$ cat config.mk
export PLATFORM = sky130hd
export DESIGN_NAME = ordena_n_num
export DESIGN_NICKNAME = d
export VERILOG_FILES = /design/src/rtl/ordena_n_num.sv
export SDC_FILE = /design/constraint.sdc
export NUM_CORES = 1
export LEC_CHECK = 0
export ABC_AREA = 1
export CAP_MARGIN = 20
export CORE_MARGIN = 1
export CORE_UTILIZATION = 50
export CTS_CLUSTER_DIAMETER = 50
export DETAILED_ROUTE_END_ITERATION = 10
export HOLD_SLACK_MARGIN = 0.15
export PLACE_DENSITY = 0.75
export REMOVE_ABC_BUFFERS = 1
export SYNTH_ARGS = -nofsm -noshare
export SYNTH_HDL_FRONTEND = slang
export SYNTH_SLANG_ARGS = --single-unit
$ cat constraint.sdc
create_clock -name clk -period 4.38 [get_ports clk]
set_clock_uncertainty 0.2 [all_clocks]
set_input_delay 0.657 -clock clk [delete_from_list [all_inputs] [get_ports clk]]
set_output_delay 0.657 -clock clk [all_outputs]
set_load 0.05 [all_outputs]
$ cat src/rtl/ordena_n_num.sv
// Odd-even transposition sorter: one compare-exchange phase per clock over an
// N-element work array, N phases per sort, result published with a done pulse.
module ordena_n_num #(
  parameter int WIDTH = 9,
  parameter int N     = 8,
  parameter int DESC  = 0
) (
  input  logic               clk,
  input  logic               rst,
  input  logic               start,
  input  logic [N*WIDTH-1:0] din,
  output logic               busy,
  output logic               done,
  output logic [N*WIDTH-1:0] dout
);

  localparam int PW = $clog2(N);
  localparam logic [PW-1:0] PH_LAST = PW'(N - 1);

  typedef enum logic [1:0] {
    IDLE,
    SORT,
    DONE
  } state_t;

  state_t           state_q;
  state_t           state_d;
  logic [PW-1:0]    ph_q;
  logic [WIDTH-1:0] work_q [N];
  logic [WIDTH-1:0] work_d [N];
  logic             last_phase;

  assign last_phase = (ph_q == PH_LAST);

  // True when the pair must be exchanged; equal values never swap, which
  // keeps the network stable.
  function automatic logic out_of_order(input logic [WIDTH-1:0] lo,
                                        input logic [WIDTH-1:0] hi);
    return (DESC != 0) ? (lo < hi) : (lo > hi);
  endfunction

  // One transposition phase: even ph pairs (0,1),(2,3)..., odd ph pairs
  // (1,2),(3,4)...; pairs never overlap, so all read the registered array.
  always_comb begin : phase_net
    // NOTE: every always_comb output gets a full default first so no path
    // leaves it unassigned, which would infer a latch.
    work_d = work_q;
    for (int j = 0; j < N - 1; j++) begin
      if (j[0] == ph_q[0] && out_of_order(work_q[j], work_q[j+1])) begin
        work_d[j]   = work_q[j+1];
        work_d[j+1] = work_q[j];
      end
    end
  end

  always_comb begin : fsm_next
    state_d = state_q;
    busy    = 1'b0;
    done    = 1'b0;
    unique case (state_q)
      IDLE: if (start) state_d = SORT;
      SORT: begin
        busy = 1'b1;
        if (last_phase) state_d = DONE;
      end
      DONE: begin
        done    = 1'b1;
        state_d = IDLE;
      end
      default: state_d = IDLE;
    endcase
  end

  always_ff @(posedge clk) begin : ctrl_regs
    // NOTE: sequential state uses non-blocking assignments so every register
    // samples pre-edge values, independent of statement order.
    if (rst) begin
      state_q <= IDLE;
      ph_q    <= '0;
      dout    <= '0;
    end else begin
      state_q <= state_d;
      if (state_q == IDLE && start) begin
        ph_q <= '0;
      end else if (state_q == SORT) begin
        ph_q <= ph_q + 1'b1;
        if (last_phase) begin
          for (int i = 0; i < N; i++) dout[i*WIDTH +: WIDTH] <= work_d[i];
        end
      end
    end
  end

  // NOTE: the work array has no reset; it is always loaded from din before
  // SORT reads it, and a load during reset is harmless since state stays IDLE.
  always_ff @(posedge clk) begin : work_regs
    if (state_q == IDLE && start) begin
      for (int i = 0; i < N; i++) work_q[i] <= din[i*WIDTH +: WIDTH];
    end else if (state_q == SORT) begin
      work_q <= work_d;
    end
  end

endmodule

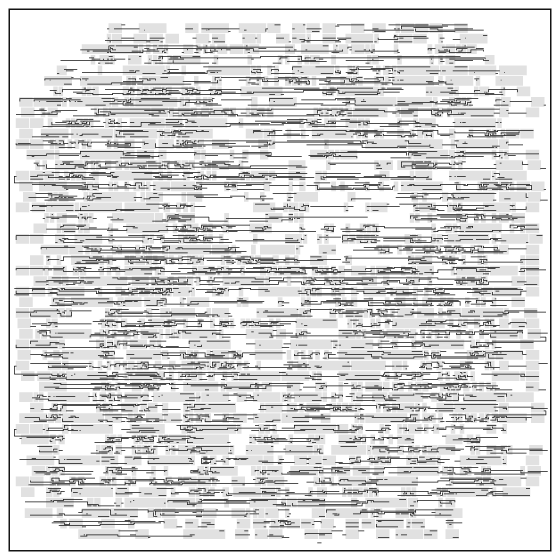
(run_1/m1.png)
The longest straight run is 44.2 µm. 1437 nets have wire on it. The layer holds 45% of the routed length. The wires run mostly horizontal. The layer carries 11800 µm of wire.
routed wire length: 26140 µm
met1 Use GR: 35.71%
via count: 8796

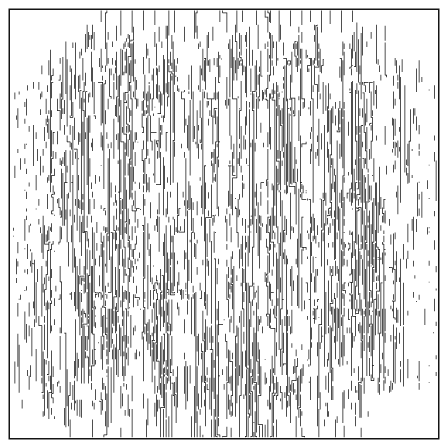
(run_1/m2.png)
1216 nets have wire on it. The layer holds 48% of the routed length. The longest straight run is 51.3 µm.
GR Util met2: 46.81%

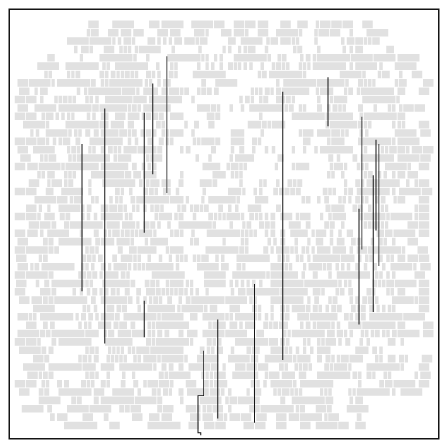
(run_1/m4.png)
15 nets have wire on it. The layer holds 2.5% of the routed length. The wires run mostly vertical. The longest straight run is 87.0 µm. The layer carries 650 µm of wire.

==> impl_metrics.yaml, run 1 <==
# yosys + openroad results
cells_and_area:
  design.seq.count: 149
  comb_area_um2: 4871
  drive_above_1_share_pct: 5.571
  fin_nets: 1563
  clock_tree_area_fraction_pct: 4.958
  layout.cells.most_common: "nand2_1"
  utilization_pct: 63.75
  comb_area_share_pct: 41.96
die:
  die_w_um: 139.3
  rows: 49
  fp-utilization_pct: 51.78
detailed_routing:
  route.met2.wl_um: 12430
  ant_nets: 0
  routed.top_layer: "met4"
  vias_per_cell: 5.283
grt:
  grtUsageMet3_pct: 3.648
  grt_start_max_net_pins: 99
  grt_use_total_pct: 27.51
setup_path:
  worstSetupStartpoint: "state_q[1]"
  cp.buffers_inverters: 3
  cpPeakStageDelay_ps: 840
logic_synthesis:
  synth.most_common_cell: "nand2_1"
  common_cells: "nand2_1, nand3_1, inv_1, dfxtp_1, edfxtp_1"
  ys_ff: 149
  yosysTopAreaCell: "edfxtp_1"
  synth-main-ff-cell: "dfxtp_1"
  synth_cell_types: 32
  syn_inst: 1295
pwr:
  power-top-group: "combinational cells"
  p_sw_share_pct: 44.68
  p_seq_mw: 2.11
  pwr-share-comb_pct: 46.4
  p_leak_nw: 5.730
  p_comb_mw: 3.08
  clk-power_mw: 1.45
cts:
  clock-sinks: 149
  root_buffer: "clkbuf_16"
  cts_resized: 0
  post_cts_buffers: 0
placed_design:
  place_ws_ps: 1597
  portBuffers: 148
final_timing:
  drv_slew: 0
  setup_ws_ps: 1499
hold_path:
  min_to: "ph_q[2]"
outcome:
  status: "finished, final reports clean"
## run 1: kinds of logic (layout without fill, tap and decap cells)
| family | count (synthesis) | in the layout | share of synthesized area [%] |
|---|---|---|---|
| AND/OR/NAND/NOR | 714 | 714 | 32.71 |
| buffers and inverters | 211 | 352 | 9.104 |
| flip-flops | 149 | 149 | 39.28 |
| AND-OR/OR-AND | 156 | 156 | 10.27 |
| adder cells (fa/ha/maj) | 65 | 65 | 8.626 |
## run 1: per-stage QoR
step,power (mW),instances
2_1_floorplan,4.302,1251
3_3_place_gp,5.087,1633
3_5_place_dp,5.154,1633
4_1_cts,6.618,1665
5_1_grt,7.199,1665
6_report,6.634,1665
## run 1: registers in the layout, indices dropped and copies added (netlist names)
| signal | cells |
|---|---|
| state_q | 2 |
| dout | 72 |
| ph_q | 3 |
| work_q | 72 |
==> run 2, diff against run 1 <==
- PLACE_DENSITY: 0.75 -> 0.78
- clock period: 4.38 -> 2.3 ns (I/O delays scaled with it)
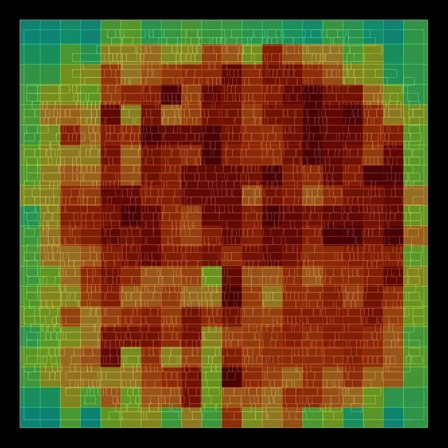
(run_2/congestion_map.png)
WL/cell: 21.00 µm
Most Crowded Layer GR: met2
met3 Use GR: 4.336%
met1 Use GR: 34.07%

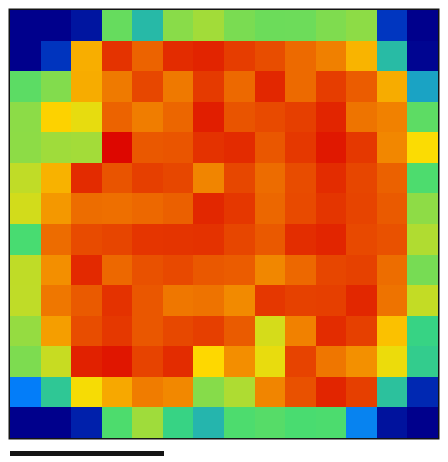
(run_2/util_map.png)
Bar = 50 µm. The die is cut into 14 by 14 equal tiles; dark blue is low, red is high, 0 to 100% covered.
The mean over all tiles is 75%. 66% of the tiles are over 75% full. 4.1% of the tiles are nearly empty.
Initial Util: 51.78%
core box area: 18210 µm²
final core utilization: 81.30%

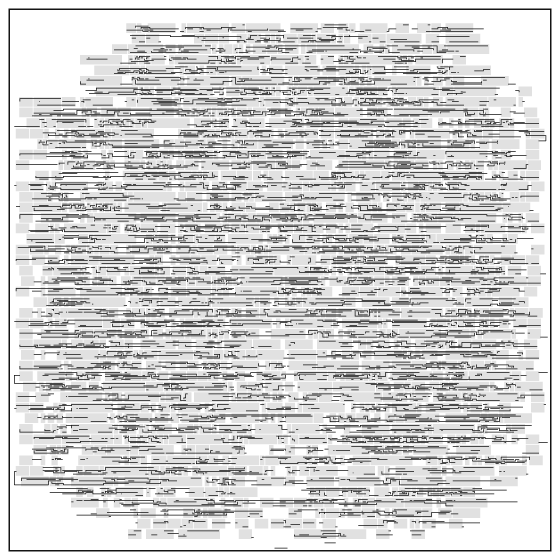
(run_2/m1.png)
The layer holds 35% of the routed length. The layer carries 13300 µm of wire. The wires run mostly horizontal. The longest straight run is 40.9 µm. 1580 nets have wire on it.
routed wire length: 38420 µm
via count: 10.98k

==> impl_metrics.yaml, run 2 <==
# yosys + openroad results
cts:
  clock-sinks: 149
  root_buffer: "clkbuf_16"
final_timing:
  setup_violations: 122
  setup_ws_ps: -278.2
logic_synthesis:
  synth_cell_types: 32
  ys_sh_simple_pct: 32.71
  topCombFamilyByArea: "simple AND/OR/NAND/NOR gates"
  ys_ff: 149
  yosysTopAreaCell: "edfxtp_1"
  mux_area_share_pct: 0
  syn_inst: 1295
  synthAoiAreaFrac_pct: 10.27
  common_cells: "nand2_1, nand3_1, inv_1, dfxtp_1, edfxtp_1"
die:
  die_w_um: 139.3
  rows: 49
detailed_routing:
  route.met2.wl_um: 18760
  ant_nets: 0
  routed.top_layer: "met4"
cells_and_area:
  layout.cells.most_common: "nand2_1"
  comb_area_share_pct: 44.50
  drive_above_1_share_pct: 33.35
  comb_area_um2: 6588
  largestRegisters: "dout (72), work_q (72), ph_q (3)"
  clock_tree_area_fraction_pct: 3.541
grt:
  grt_util_met2_pct: 49.91
  grt_start_max_net_pins: 65
  grt_use_total_pct: 28.34
outcome:
  violations: "negative setup slack"
  status: "finished, violations left"
pwr:
  p_leak_nw: 6.963
  total_power_mw: 19.02
placed_design:
  place_ws_ps: -70.28
hold_path:
  min_to: "ph_q[1]"
[run 2: cell counts after synthesis]
Identical to the previous run, type by type.
[run 2: power by group]
| group | switching (mW) | internal (mW) |
|---|---|---|
| registers | 0.625 | 3.49 |
| clock network | 1.23 | 1.41 |
| logic | 7.15 | 5.13 |
| total | 9.00 | 10.0 |
[run 2: critical path, cell delays in order, from the launching register on]
cell,delay [ps]
edfxtp_1,520
inv_2,170
ha_4,230
nand2_4,80
inv_1,50
nand2_1,70
nand2_1,70
nand2_2,80
nand3_4,160
nand2_8,180
nand2_1,140
nand3_4,150
nand2_1,70
nand2_1,70
nand2_1,70
==> run_2/m4.png <==
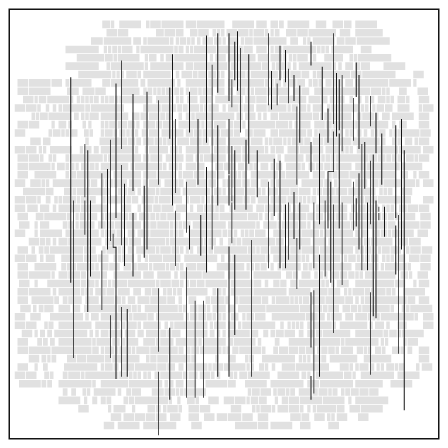

==> run 3, diff against run 2 <==
- PLACE_DENSITY: 0.78 -> 0.76
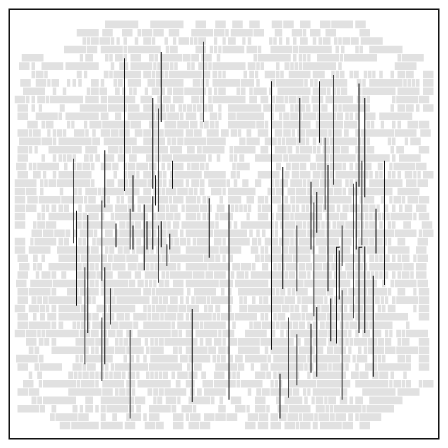
(run_3/m4.png)
The longest straight run is 87.0 µm. 56 nets have wire on it.
via count: 10.15k
routed wire length: 32180 µm

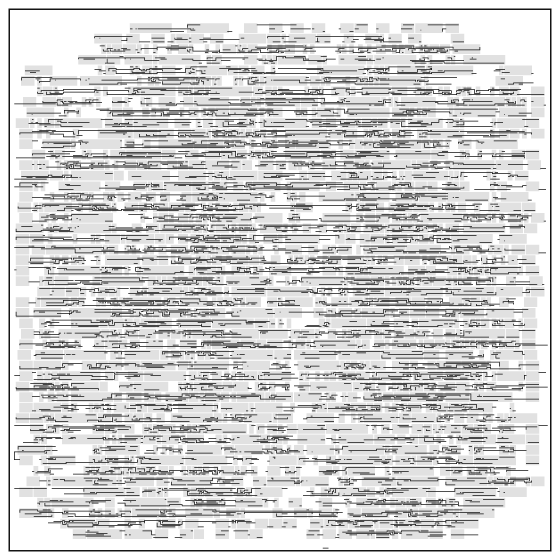
(run_3/m1.png)
1587 nets have wire on it. The wires run mostly horizontal. The longest straight run is 40.5 µm.
met1 Use GR: 36.27%

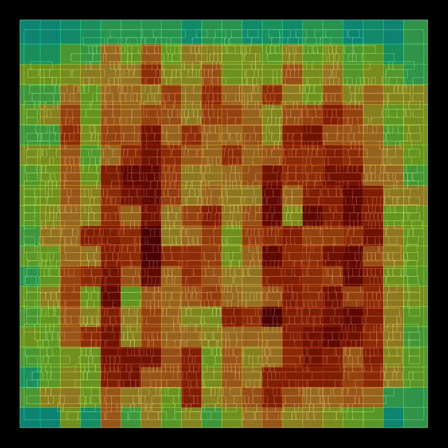
(run_3/congestion_map.png)
met3 Use GR: 4.783%
WL/cell: 17.64 µm
Overall Global Routing Usage: 29.85%

==> impl_metrics.yaml, run 3 <==
# yosys + openroad results
cells_and_area:
  layout.cells.most_common: "nand2_1"
  utilization_pct: 78.87
  drive_above_1_share_pct: 28.71
  comb_area_share_pct: 43.03
  n_all_buffers: 305
  comb_area_um2: 6180
  clock_tree_area_fraction_pct: 3.947
  largestRegisters: "dout (72), work_q (72), ph_q (3)"
setup_path:
  cpPeakStageDelay_ps: 480
  cp.buffers_inverters: 1
  path_depth: 12
  path_delay_family: "simple AND/OR/NAND/NOR gates"
  r2r_slack_ps: -90
  crit_top_cell: "nand2_1"
grt:
  grt_util_met2_pct: 53.11
  grt_start_max_net_pins: 58
  grt-busiest-layer: "met2"
final_timing:
  setup_violations: 61
  setup_ws_ps: -93.00
  rsz0062_at_grt: "yes"
logic_synthesis:
  yosysTopAreaCell: "edfxtp_1"
  synthAoiAreaFrac_pct: 10.27
  mux_area_share_pct: 0
  synth-async-reset-ratio_pct: 0
  common_cells: "nand2_1, nand3_1, inv_1, dfxtp_1, edfxtp_1"
  ys_ff: 149
  synth_seq_share_pct: 39.28
  syn_inst: 1295
cts:
  clk_pin_slew_ps: 70
  root_buffer: "clkbuf_16"
  clock-sinks: 149
die:
  rows: 49
  die_w_um: 139.3
  core_area_um2: 18210
  fp-utilization_pct: 51.78
detailed_routing:
  routed.top_layer: "met4"
  ant_nets: 0
  route.met2.wl_um: 15960
pwr:
  p_leak_nw: 6.842
  total_power_mw: 17.45
  max-vdd-ir-drop_mv: 0.6133
outcome:
  violations: "negative setup slack"
  status: "finished, violations left"
-- run 3: cell counts after synthesis --
Identical to the previous run, type by type.
-- run 3: power by group --
group,switching (mW),internal (mW)
Combinational,6.05,4.55
Clock,1.18,1.60
Sequential,0.572,3.49
Total,7.81,9.64
-- run 3: what timing repair did --
action,CTS,global route
pin swaps,19,82
setup buffers,29,25
gates cloned,5,7
resized,46,273
setup endpoints to repair,69,133
-- run 3: stage by stage --
step / setup WS, ps / instance area, µm² / TNS (ps) / cells
floorplan: -1551 / 9196 / -171790 / 1251
global placement: -94.83 / 11840 / -1686 / 1726
detailed placement: -81.98 / 11840 / -2153 / 1726
CTS: -29.84 / 12930 / -190.8 / 1792
global route: -155.5 / 14360 / -8153 / 1824
finish: -93.00 / 14360 / -1915 / 1824
No activity file was given, so power comes from the tool's default toggle rates.
